floorplan.png
Bar = 50 microns. Pins as bars on the die edge. Tap cells in gray.
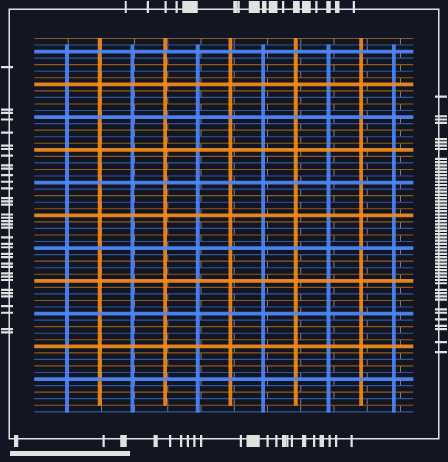
class_map.png
Bar = 50 microns.
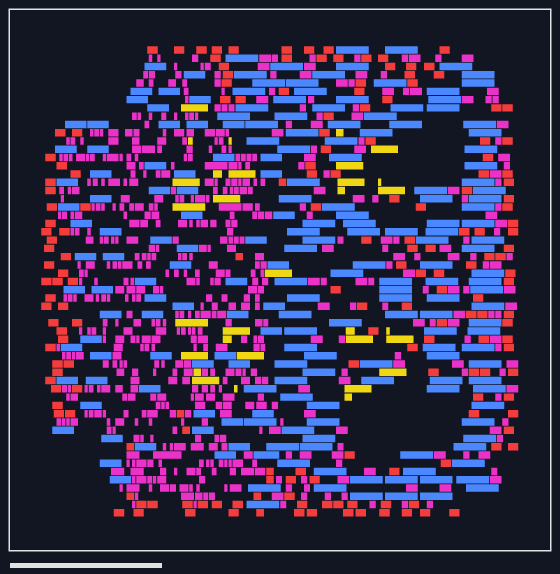
--- src/rtl/fetch_pkg.sv ---
// Shared types and constants for the instruction fetch unit:
// FSM state encoding, buffer entry layout and PC alignment helper.
package fetch_pkg;

    localparam int XLEN        = 32;
    localparam int INSTR_ALIGN = 4;

    typedef enum logic [1:0] {
        IDLE  = 2'd0,
        REQ   = 2'd1,
        FLUSH = 2'd2
    } fetch_state_e;

    typedef struct packed {
        logic [XLEN-1:0] pc;
        logic [XLEN-1:0] instr;
    } fetch_entry_t;

    function automatic logic [XLEN-1:0] align_pc(input logic [XLEN-1:0] pc);
        return pc & ~(XLEN'(INSTR_ALIGN - 1));
    endfunction

endpackage

--- src/rtl/fetch_fifo.sv ---
// Synchronous FIFO of fetched {pc, instr} entries with a single-cycle flush.
// Push while full is accepted only when a pop happens in the same cycle.
module fetch_fifo
    import fetch_pkg::*;
#(
    parameter int  DEPTH = 2,
    localparam int CNT_W = $clog2(DEPTH + 1)
) (
    input  logic               clock,
    input  logic               reset,
    input  logic               flush,
    input  logic               push,
    input  fetch_entry_t       push_data,
    input  logic               pop,
    output fetch_entry_t       pop_data,
    output logic               full,
    output logic               empty,
    output logic [CNT_W-1:0]   count
);

    localparam int PTR_W = $clog2(DEPTH);

    fetch_entry_t       mem_q [DEPTH];
    fetch_entry_t       mem_d [DEPTH];
    logic [PTR_W-1:0]   wr_ptr_q, wr_ptr_d;
    logic [PTR_W-1:0]   rd_ptr_q, rd_ptr_d;
    logic [CNT_W-1:0]   count_q, count_d;
    logic               do_push;
    logic               do_pop;

    // Pointers wrap explicitly so non-power-of-two depths work.
    function automatic logic [PTR_W-1:0] ptr_inc(input logic [PTR_W-1:0] p);
        return (p == PTR_W'(DEPTH - 1)) ? '0 : p + PTR_W'(1);
    endfunction

    assign full     = (count_q == CNT_W'(DEPTH));
    assign empty    = (count_q == '0);
    assign count    = count_q;
    assign pop_data = mem_q[rd_ptr_q];
    assign do_pop   = pop && !empty;
    assign do_push  = push && (!full || do_pop);

    always_comb begin
        mem_d    = mem_q;
        wr_ptr_d = wr_ptr_q;
        rd_ptr_d = rd_ptr_q;
        count_d  = count_q;
        if (flush) begin
            wr_ptr_d = '0;
            rd_ptr_d = '0;
            count_d  = '0;
        end else begin
            if (do_push) begin
                mem_d[wr_ptr_q] = push_data;
                wr_ptr_d        = ptr_inc(wr_ptr_q);
            end
            if (do_pop) begin
                rd_ptr_d = ptr_inc(rd_ptr_q);
            end
            count_d = count_q + CNT_W'(do_push) - CNT_W'(do_pop);
        end
    end

    always_ff @(posedge clock) begin
        if (reset) begin
            wr_ptr_q <= '0;
            rd_ptr_q <= '0;
            count_q  <= '0;
        end else begin
            wr_ptr_q <= wr_ptr_d;
            rd_ptr_q <= rd_ptr_d;
            count_q  <= count_d;
        end
    end

    always_ff @(posedge clock) begin
        mem_q <= mem_d;
    end

endmodule

--- src/rtl/fetch_unit.sv ---
// Instruction fetch unit: sequential fetch into a small buffer, redirect/flush handling.
// Optional FETCH_PERF_EN adds perf_fetched / perf_stall counters.
module fetch_unit
    import fetch_pkg::*;
#(
    parameter logic [XLEN-1:0] RESET_PC = 32'h0000_0000,
    parameter int              DEPTH    = 2
) (
    input  logic             clock,
    input  logic             reset,
    output logic             mem_req,
    output logic [XLEN-1:0]  mem_addr,
    input  logic             mem_ack,
    input  logic [XLEN-1:0]  mem_data,
    output logic [XLEN-1:0]  instruction,
    output logic [XLEN-1:0]  instr_pc,
    output logic             instr_valid,
    input  logic             instr_ready,
    input  logic             redirect,
    input  logic [XLEN-1:0]  redirect_pc,
    output fetch_state_e     dbg_state
`ifdef FETCH_PERF_EN
    ,
    output logic [31:0]      perf_fetched,
    output logic [31:0]      perf_stall
`endif
);

    localparam int CNT_W = $clog2(DEPTH + 1);

    fetch_state_e       state_q, state_d;
    logic [XLEN-1:0]    pc_q, pc_d;
    logic [XLEN-1:0]    target_q, target_d;
    logic               fifo_push;
    logic               fifo_pop;
    logic               fifo_flush;
    logic               fifo_full;
    logic               fifo_empty;
    logic [CNT_W-1:0]   fifo_count;
    logic [CNT_W-1:0]   occ_pop;
    fetch_entry_t       push_entry;
    fetch_entry_t       head;

    fetch_fifo #(.DEPTH(DEPTH)) u_fifo (
        .clock     (clock),
        .reset     (reset),
        .flush     (fifo_flush),
        .push      (fifo_push),
        .push_data (push_entry),
        .pop       (fifo_pop),
        .pop_data  (head),
        .full      (fifo_full),
        .empty     (fifo_empty),
        .count     (fifo_count)
    );

    assign push_entry.pc    = pc_q;
    assign push_entry.instr = mem_data;

    // Consume handshake: valid/ready both high in a cycle pops the head entry,
    // even if a redirect flushes the buffer in that same cycle.
    assign instr_valid = !reset && !fifo_empty;
    assign fifo_pop    = instr_valid && instr_ready;
    assign occ_pop     = fifo_count - CNT_W'(fifo_pop);

    assign mem_req     = !reset && (state_q != IDLE);
    assign mem_addr    = reset ? RESET_PC : pc_q;
    assign instruction = instr_valid ? head.instr : '0;
    assign instr_pc    = instr_valid ? head.pc : '0;
    assign dbg_state   = reset ? IDLE : state_q;

    always_comb begin
        state_d    = state_q;
        pc_d       = pc_q;
        target_d   = target_q;
        fifo_push  = 1'b0;
        fifo_flush = 1'b0;
        unique case (state_q)
            IDLE: begin
                if (redirect) begin
                    fifo_flush = 1'b1;
                    pc_d       = align_pc(redirect_pc);
                    state_d    = REQ;
                end else if (!fifo_full || fifo_pop) begin
                    state_d = REQ;
                end
            end
            REQ: begin
                if (mem_ack) begin
                    if (redirect) begin
                        fifo_flush = 1'b1;
                        pc_d       = align_pc(redirect_pc);
                    end else begin
                        fifo_push = 1'b1;
                        pc_d      = pc_q + XLEN'(INSTR_ALIGN);
                        // Keep streaming only if the buffer still has room after this push.
                        state_d   = (occ_pop < CNT_W'(DEPTH - 1)) ? REQ : IDLE;
                    end
                end else if (redirect) begin
                    fifo_flush = 1'b1;
                    target_d   = align_pc(redirect_pc);
                    state_d    = FLUSH;
                end
            end
            FLUSH: begin
                fifo_flush = redirect;
                if (mem_ack) begin
                    pc_d    = redirect ? align_pc(redirect_pc) : target_q;
                    state_d = REQ;
                end else if (redirect) begin
                    target_d = align_pc(redirect_pc);
                end
            end
            default: state_d = IDLE;
        endcase
    end

    always_ff @(posedge clock) begin
        if (reset) begin
            state_q  <= IDLE;
            pc_q     <= RESET_PC;
            target_q <= RESET_PC;
        end else begin
            state_q  <= state_d;
            pc_q     <= pc_d;
            target_q <= target_d;
        end
    end

`ifdef FETCH_PERF_EN
    logic [31:0] perf_fetched_q, perf_fetched_d;
    logic [31:0] perf_stall_q, perf_stall_d;

    always_comb begin
        perf_fetched_d = perf_fetched_q + 32'(fifo_push);
        perf_stall_d   = perf_stall_q + 32'(instr_ready && !instr_valid);
    end

    always_ff @(posedge clock) begin
        if (reset) begin
            perf_fetched_q <= '0;
            perf_stall_q   <= '0;
        end else begin
            perf_fetched_q <= perf_fetched_d;
            perf_stall_q   <= perf_stall_d;
        end
    end

    assign perf_fetched = perf_fetched_q;
    assign perf_stall   = perf_stall_q;
`endif

endmodule

--- config.mk ---
export PLATFORM = sky130hd
export DESIGN_NAME = fetch_unit
export DESIGN_NICKNAME = d
export VERILOG_FILES = /design/src/rtl/fetch_pkg.sv /design/src/rtl/fetch_fifo.sv /design/src/rtl/fetch_unit.sv
export SDC_FILE = /design/constraint.sdc
export NUM_CORES = 1
export LEC_CHECK = 0
export CELL_PAD_IN_SITES_DETAIL_PLACEMENT = 0
export CELL_PAD_IN_SITES_GLOBAL_PLACEMENT = 2
export CORE_MARGIN = 10
export CORE_UTILIZATION = 37
export DETAILED_ROUTE_END_ITERATION = 8
export GPL_ROUTABILITY_DRIVEN = 0
export PLACE_DENSITY = 0.89
export SYNTH_ARGS = -nofsm -noshare
export SYNTH_HDL_FRONTEND = slang
export SYNTH_HIERARCHICAL = 1
export SYNTH_SLANG_ARGS = --single-unit
--- constraint.sdc ---
create_clock -name clock -period 21.7 [get_ports clock]
set_input_delay 2.17 -clock clock [delete_from_list [all_inputs] [get_ports clock]]
set_output_delay 2.17 -clock clock [all_outputs]
set_load 0.01 [all_outputs]
==> qor.csv <==
metric;value;unit
vdd_drop_max;0.03983;mV
adder_share;0.9513;%
hpwlAfterDp;16110;microns
hold_slack;0.4542;ns
worst-path-buf-inv;4;
hp-class;flop to flop;
period_used_share;28.77;%
synth.distinct_cells;62;
top_layer;met4;
dr_wl_met2;11090;microns
grt_pass1_wl;37650;microns
grt_busiest_layer;met2;
grt_max_degree;66;
lay_top_cells;165 x clkdlybuf4s50_1, 128 x edfxtp_1, 81 x nand2_1, 69 x dfxtp_1, 68 x and2_1;
p_leak;0.003945;uW
die_h;177.7;microns
drtPass1Iterations;4;
non_clock_buffer_count;175;
largest_reg_flops;128;
lay_top_count;clkdlybuf4s50_1;
ctsResizeCount;0;
drt_iter0_markers;554;
path_clk_slew;0.07;ns
slowest_delay;0.63;ns
fmaxAchievable;0.1602;GHz
io_buffers;166;
comb_area_share;31.60;%
setup_viol;0;
status;finished, final reports clean;
grt_pass1_vias;6523;
logic_area;3700;sq um
edf_count;128;
postCtsSetupBuffers;0;
largest_register;u_fifo/mem_q;
worstRegToRegCells;7;
met2_usage;23.30;%
crit_slowest_cell;buf_4;
worstHoldPathCells;2;
syn_inst;827;
## Picture notes: floorplan.png
legend:
  orange:
    net: VDD
  blue:
    net: VSS
signal pins: 169
met5 straps: 11
rows: 57
tap cells: 324

## Picture notes: class_map.png
legend:
  red:
    class: remaining buffers and delay cells
    cells: 175
    share_of_their_area: 15%
  magenta:
    class: remaining logic cells
    cells: 572
    share_of_their_area: 33%
  blue:
    class: registers
    cells: 198
    share_of_their_area: 46%
  yellow:
    class: clock drivers and dummy loads
    cells: 31
    share_of_their_area: 5.0%
Rows: 57
Design Area, Final: 11710 sq um
sequential share of cell area: 44.82%

-- metrics by stage --
| step | power [uW] | worst slack [ns] | cell area (sq um) | std cells | util, % |
|---|---|---|---|---|---|
| after floorplan | 544.1 | 13.20 | 9206 | 827 | - |
| after CTS | 919.2 | 15.42 | 11710 | 1300 | 48.01 |
| after global placement | 609.5 | 15.43 | 11150 | 1269 | 45.71 |
| after detailed placement | 611.9 | 15.41 | 11150 | 1269 | 45.71 |
| final | 909.7 | 15.46 | 11710 | 1300 | 48.01 |
| after global routing | 953.5 | 15.31 | 11710 | 1300 | 48.01 |
-- power by group --
part,switching [uW],internal (uW),leakage [uW]
Clock,136,170,0.000257
Combinational,87.2,63.8,0.00195
Sequential,27.6,425,0.00174
Total,251,658,0.00394
Power and IR drop assume default switching activity.
